## src/rtl/instr_mem_loadable_if.sv

```systemverilog
// Fetch and program-load signal bundle for instr_mem_loadable.
// master = core/loader side, slave = memory side.
interface instr_mem_loadable_if #(
  parameter int unsigned DATA_W = 16,
  parameter int unsigned ADDR_W = 16
);
  logic              fetch_req;
  logic [ADDR_W-1:0] fetch_pc;
  logic              fetch_ready;
  logic              stall;
  logic              instr_valid;
  logic [DATA_W-1:0] instr;
  logic              addr_err;
  logic              load_start;
  logic              load_valid;
  logic [DATA_W-1:0] load_data;
  logic              load_busy;
  logic              load_done;

  modport master (
    output fetch_req, fetch_pc, stall, load_start, load_valid, load_data,
    input  fetch_ready, instr_valid, instr, addr_err, load_busy, load_done
  );

  modport slave (
    input  fetch_req, fetch_pc, stall, load_start, load_valid, load_data,
    output fetch_ready, instr_valid, instr, addr_err, load_busy, load_done
  );
endinterface

```

## src/rtl/instr_mem_loadable.sv

```systemverilog
// Instruction memory with registered byte-addressed fetch, stall hold and a
// serial program-load port that fills the array from word 0.
module instr_mem_loadable #(
  parameter int unsigned       DATA_W   = 16,
  parameter int unsigned       ADDR_W   = 16,
  parameter int unsigned       DEPTH    = 16,
  parameter logic [DATA_W-1:0] NOP_WORD = '0
) (
  input logic                  clk,
  input logic                  rst,
  instr_mem_loadable_if.slave  bus
);
  localparam int unsigned IDX_W = $clog2(DEPTH);
  localparam logic [IDX_W-1:0] LAST_IDX = IDX_W'(DEPTH - 1);

  typedef enum logic {RUN, LOAD} state_e;

  state_e            state_q, state_d;
  logic [IDX_W-1:0]  cnt_q, cnt_d;
  logic              done_q, done_d;
  logic              valid_q, valid_d;
  logic              err_q, err_d;
  logic [DATA_W-1:0] instr_q, instr_d;
  logic [DATA_W-1:0] mem_q [DEPTH];

  logic fetch_ready;
  logic accept;
  logic we;
  logic oor;

  // Any set PC bit above the word-index field means the fetch is past the array.
  if (IDX_W + 1 < ADDR_W) begin : g_oor
    assign oor = |bus.fetch_pc[ADDR_W-1:IDX_W+1];
  end else begin : g_full
    assign oor = 1'b0;
  end

  assign fetch_ready = (state_q == RUN) && !bus.stall;
  assign accept      = bus.fetch_req && fetch_ready;

  always_comb begin
    state_d = state_q;
    cnt_d   = cnt_q;
    done_d  = 1'b0;
    we      = 1'b0;
    case (state_q)
      RUN: begin
        if (bus.load_start) begin
          state_d = LOAD;
          cnt_d   = '0;
        end
      end
      LOAD: begin
        if (bus.load_valid) begin
          we = 1'b1;
          if (cnt_q == LAST_IDX) begin
            state_d = RUN;
            cnt_d   = '0;
            done_d  = 1'b1;
          end else begin
            cnt_d = cnt_q + 1'b1;
          end
        end
      end
      default: state_d = RUN;
    endcase
  end

  always_comb begin
    valid_d = valid_q;
    err_d   = err_q;
    instr_d = instr_q;
    if (!bus.stall) begin
      if (accept) begin
        valid_d = 1'b1;
        if (bus.fetch_pc[0] || oor) begin
          err_d   = 1'b1;
          instr_d = NOP_WORD;
        end else begin
          err_d   = 1'b0;
          instr_d = mem_q[bus.fetch_pc[IDX_W:1]];
        end
      end else begin
        valid_d = 1'b0;
        err_d   = 1'b0;
      end
    end
  end

  always_ff @(posedge clk) begin
    if (rst) begin
      state_q <= RUN;
      cnt_q   <= '0;
      done_q  <= 1'b0;
      valid_q <= 1'b0;
      err_q   <= 1'b0;
      instr_q <= NOP_WORD;
    end else begin
      state_q <= state_d;
      cnt_q   <= cnt_d;
      done_q  <= done_d;
      valid_q <= valid_d;
      err_q   <= err_d;
      instr_q <= instr_d;
    end
  end

  // Array is deliberately left out of reset so a loaded program survives it.
  always_ff @(posedge clk) begin
    if (!rst && we) begin
      mem_q[cnt_q] <= bus.load_data;
    end
  end

  assign bus.fetch_ready = fetch_ready;
  assign bus.instr_valid = valid_q;
  assign bus.instr       = instr_q;
  assign bus.addr_err    = err_q;
  assign bus.load_busy   = (state_q == LOAD);
  assign bus.load_done   = done_q;
endmodule

```

## src/flat_wrapper.sv

```systemverilog
// flat-port wrapper written by rule: the top's interface ports become plain ports
module instr_mem_loadable_flat 
#(
  parameter int unsigned       DATA_W   = 16,
  parameter int unsigned       ADDR_W   = 16,
  parameter int unsigned       DEPTH    = 16,
  parameter logic [DATA_W-1:0] NOP_WORD = '0
)
  (clk, rst, bus_fetch_req, bus_fetch_pc, bus_stall, bus_load_start, bus_load_valid, bus_load_data, bus_fetch_ready, bus_instr_valid, bus_instr, bus_addr_err, bus_load_busy, bus_load_done);
  instr_mem_loadable_if #(.DATA_W(DATA_W), .ADDR_W(ADDR_W)) bus_i ();
  input logic clk;
  input logic rst;
  input wire logic [$bits(bus_i.fetch_req)-1:0] bus_fetch_req;
  input wire logic [$bits(bus_i.fetch_pc)-1:0] bus_fetch_pc;
  input wire logic [$bits(bus_i.stall)-1:0] bus_stall;
  input wire logic [$bits(bus_i.load_start)-1:0] bus_load_start;
  input wire logic [$bits(bus_i.load_valid)-1:0] bus_load_valid;
  input wire logic [$bits(bus_i.load_data)-1:0] bus_load_data;
  output wire logic [$bits(bus_i.fetch_ready)-1:0] bus_fetch_ready;
  output wire logic [$bits(bus_i.instr_valid)-1:0] bus_instr_valid;
  output wire logic [$bits(bus_i.instr)-1:0] bus_instr;
  output wire logic [$bits(bus_i.addr_err)-1:0] bus_addr_err;
  output wire logic [$bits(bus_i.load_busy)-1:0] bus_load_busy;
  output wire logic [$bits(bus_i.load_done)-1:0] bus_load_done;
  assign bus_i.fetch_req = bus_fetch_req;
  assign bus_i.fetch_pc = bus_fetch_pc;
  assign bus_i.stall = bus_stall;
  assign bus_i.load_start = bus_load_start;
  assign bus_i.load_valid = bus_load_valid;
  assign bus_i.load_data = bus_load_data;
  assign bus_fetch_ready = bus_i.fetch_ready;
  assign bus_instr_valid = bus_i.instr_valid;
  assign bus_instr = bus_i.instr;
  assign bus_addr_err = bus_i.addr_err;
  assign bus_load_busy = bus_i.load_busy;
  assign bus_load_done = bus_i.load_done;
  instr_mem_loadable #(.DATA_W(DATA_W), .ADDR_W(ADDR_W), .DEPTH(DEPTH), .NOP_WORD(NOP_WORD)) u_core (.clk(clk), .rst(rst), .bus(bus_i));
endmodule
```

## config.mk

```make
export PLATFORM = sky130hd
export DESIGN_NAME = instr_mem_loadable_flat
export DESIGN_NICKNAME = d
export VERILOG_FILES = /design/src/rtl/instr_mem_loadable_if.sv /design/src/rtl/instr_mem_loadable.sv /design/src/flat_wrapper.sv
export SDC_FILE = /design/constraint.sdc
export NUM_CORES = 1
export LEC_CHECK = 0
export CORE_UTILIZATION = 26
export DETAILED_ROUTE_END_ITERATION = 8
export GPL_TIMING_DRIVEN = 0
export SLEW_MARGIN = 30
export SYNTH_ARGS = -nofsm -noshare
export SYNTH_HDL_FRONTEND = slang
export SYNTH_SLANG_ARGS = --single-unit
```

## constraint.sdc

```tcl
create_clock -name clk -period 2.8 [get_ports clk]
set_clock_uncertainty 0.05 [all_clocks]
set_input_delay 0.28 -clock clk [delete_from_list [all_inputs] [get_ports clk]]
set_output_delay 0.28 -clock clk [all_outputs]
set_load 0.03 [all_outputs]
```

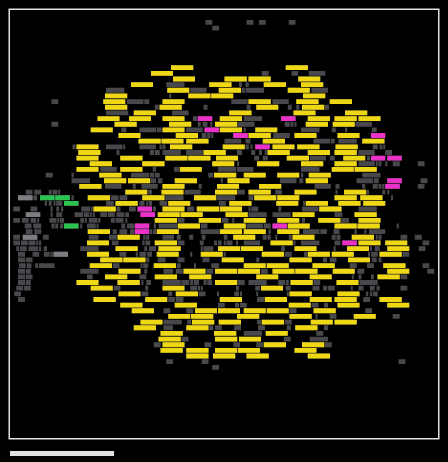
(sequential cells colored by netlist name)
The bar under the picture is 50 µm long. Other sequential cells in the stronger gray, the rest of the logic in the fainter gray.
| netlist name | color | flops |
|---|---|---|
| u_core.bus.instr | magenta | 16 |
| u_core.mem_q | yellow | 256 |
| u_core.cnt_q | green | 4 |

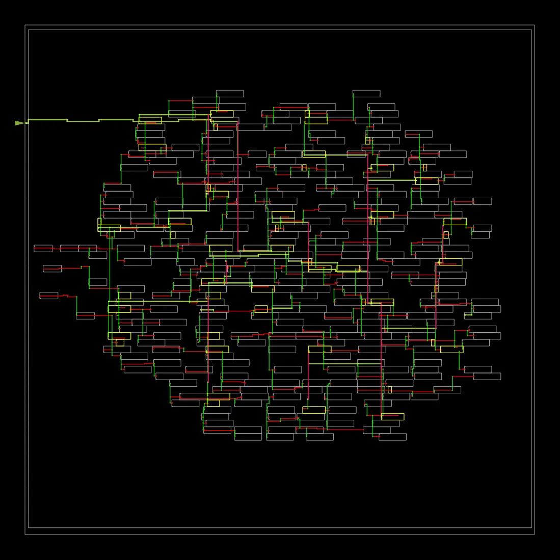
(clock nets)
latest clock arrival within the worst-skew pair: 0.53 ns
number of flip-flops and latches: 280
number of buffers added by the clock tree synthesis step: 28

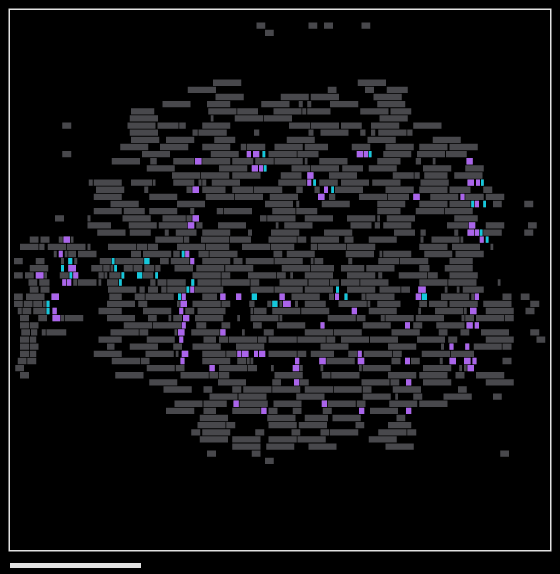
(logic cells by family)
The bar under the picture is 50 µm long.
| family | color | cells | most used |
|---|---|---|---|
| aoi and oai cells | purple | 85 | o22ai_1 |
| nand cells | cyan | 31 | nand2_1 |

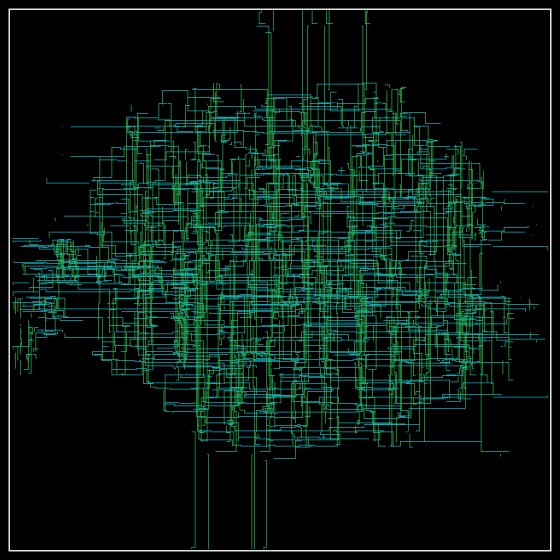
(metal layers overlaid)
Two of the layers only.
| layer | color | wire length |
|---|---|---|
| M2 | green | 11500 µm |
| M1 | cyan | 11000 µm |

==> impl_metrics.csv <==
group,metric,value,unit
drt,routed_wire_length_per_instance,19.5,µm
finish,stdcell_count,1251,
sta,hold_ws,0.344,ns
placed_design,place_area,12200,µm²
synth,synth_sequential_area_ratio,75.6,%
drt,route.detailed.vias_per_inst,4.56,
worst_setup_path,critical_path.reg2reg.startpoint,"u_core.bus.load_busy$_SDFF_PP0_",
drt,drc,0,
worst_setup_path,worst_setup_path_startpoint,"u_core.bus.load_busy$_SDFF_PP0_",
sta,rsz0062_at_grt,"false",
sta,timing.fmax,386,MHz
finish,buf_share,6.11,%
sta,timing.setup.tns,0,ns
floorplanning,n_tap_cell,532,
floorplanning,floorplan.die_area,42400,µm²
synth,synth_top_cells_by_count,"sky130_fd_sc_hd__edfxtp_1 (256), sky130_fd_sc_hd__mux2i_1 (63), sky130_fd_sc_hd__nor2_1 (36), sky130_fd_sc_hd__mux4_2 (33), sky130_fd_sc_hd__nand2_1 (25)",
finish,most-common-layout-cells,"sky130_fd_sc_hd__edfxtp_1 (256), sky130_fd_sc_hd__mux2i_1 (63), sky130_fd_sc_hd__clkdlybuf4s50_1 (53)",
finish,final_layout_size_suffix_gt1_share,17.0,%
global_routing,number_of_global_route_vias_before_repair,5979,
worst_setup_path,endpoint_required_time_on_the_critical_path,3.00,ns
cts,root_buffer,"sky130_fd_sc_hd__clkbuf_16",
cts,cts.path.max_buffers,3,
synth,ys_warn_count,0,
floorplanning,floorplan.core_util,26.4,%
finish,num-clock-buffers,41,
synth,synthMostInstantiatedCell,"sky130_fd_sc_hd__edfxtp_1",
global_routing,wire_length_of_the_first_global_routing_pass,36.7,mm
global_routing,grt.total_usage,11.8,%
global_routing,grt-ovfl-total,0,
synth,post_synth_num_cell_types,39,
floorplanning,design.portCount,59,
finish,final.signal_inverter_count,3,
synth,synthDominantAreaCellType,"sky130_fd_sc_hd__edfxtp_1",
synth,postSynthCellCount,602,
status,status,"complete, no violations",
sta,setup_slack,0.211,ns
finish,antennaDiodeCount,0,
drt,vias,5701,
## per-layer routing
metal	vias to the layer above	wire, µm	part of all wire [%]	global-route usage (%)
met2	171	11500	47	18.7
li1	2595	-	-	-
met3	35	1410	5.8	2.37
met4	0	478	2.0	2.94
met5	-	0	0	0
met1	2900	11000	45	16.3
## worst min path at each step
stage                                            from                           endpoint
floorplan                            bus_load_data[0]       u_core.mem_q[0][0]$_DFFE_PP_
global placement     u_core.bus.instr[1]$_SDFFE_PP0P_   u_core.bus.instr[1]$_SDFFE_PP0P_
detailed placement  u_core.bus.instr[13]$_SDFFE_PP0P_  u_core.bus.instr[13]$_SDFFE_PP0P_
CTS                                    bus_load_start    u_core.bus.load_busy$_SDFF_PP0_
global route                           bus_load_start    u_core.bus.load_busy$_SDFF_PP0_
finish                                 bus_load_start    u_core.bus.load_busy$_SDFF_PP0_
## where the power goes
| group | leakage, nW | total (W) | internal, W | switching [W] |
|---|---|---|---|---|
| registers | 2.50 | 0.00457 | 0.00457 | 0.00000466 |
| logic | 1.29 | 0.000393 | 0.000159 | 0.000234 |
| clock network | 0.432 | 0.00357 | 0.00204 | 0.00152 |
## critical path: stages, from the launching register on
cell and delay [ns]:
sky130_fd_sc_hd__dfxtp_1 0.36, sky130_fd_sc_hd__buf_6 0.15, sky130_fd_sc_hd__nand2_1 0.09, sky130_fd_sc_hd__nor2_1 0.32
sky130_fd_sc_hd__nand2_1 0.31, sky130_fd_sc_hd__nor3_2 0.58, sky130_fd_sc_hd__buf_4 0.27, sky130_fd_sc_hd__buf_4 0.19
## cells by family after synthesis
family,synth area share (%)
buffers and inverters,1.52
and+or+nand+nor,4.41
muxes,12.9
AOI/OAI and AO/OA,5.06
xor gates and xnor gates,0.0810
adders and majority gates,0.463
DFF,75.6
Power and IR drop assume default switching activity.
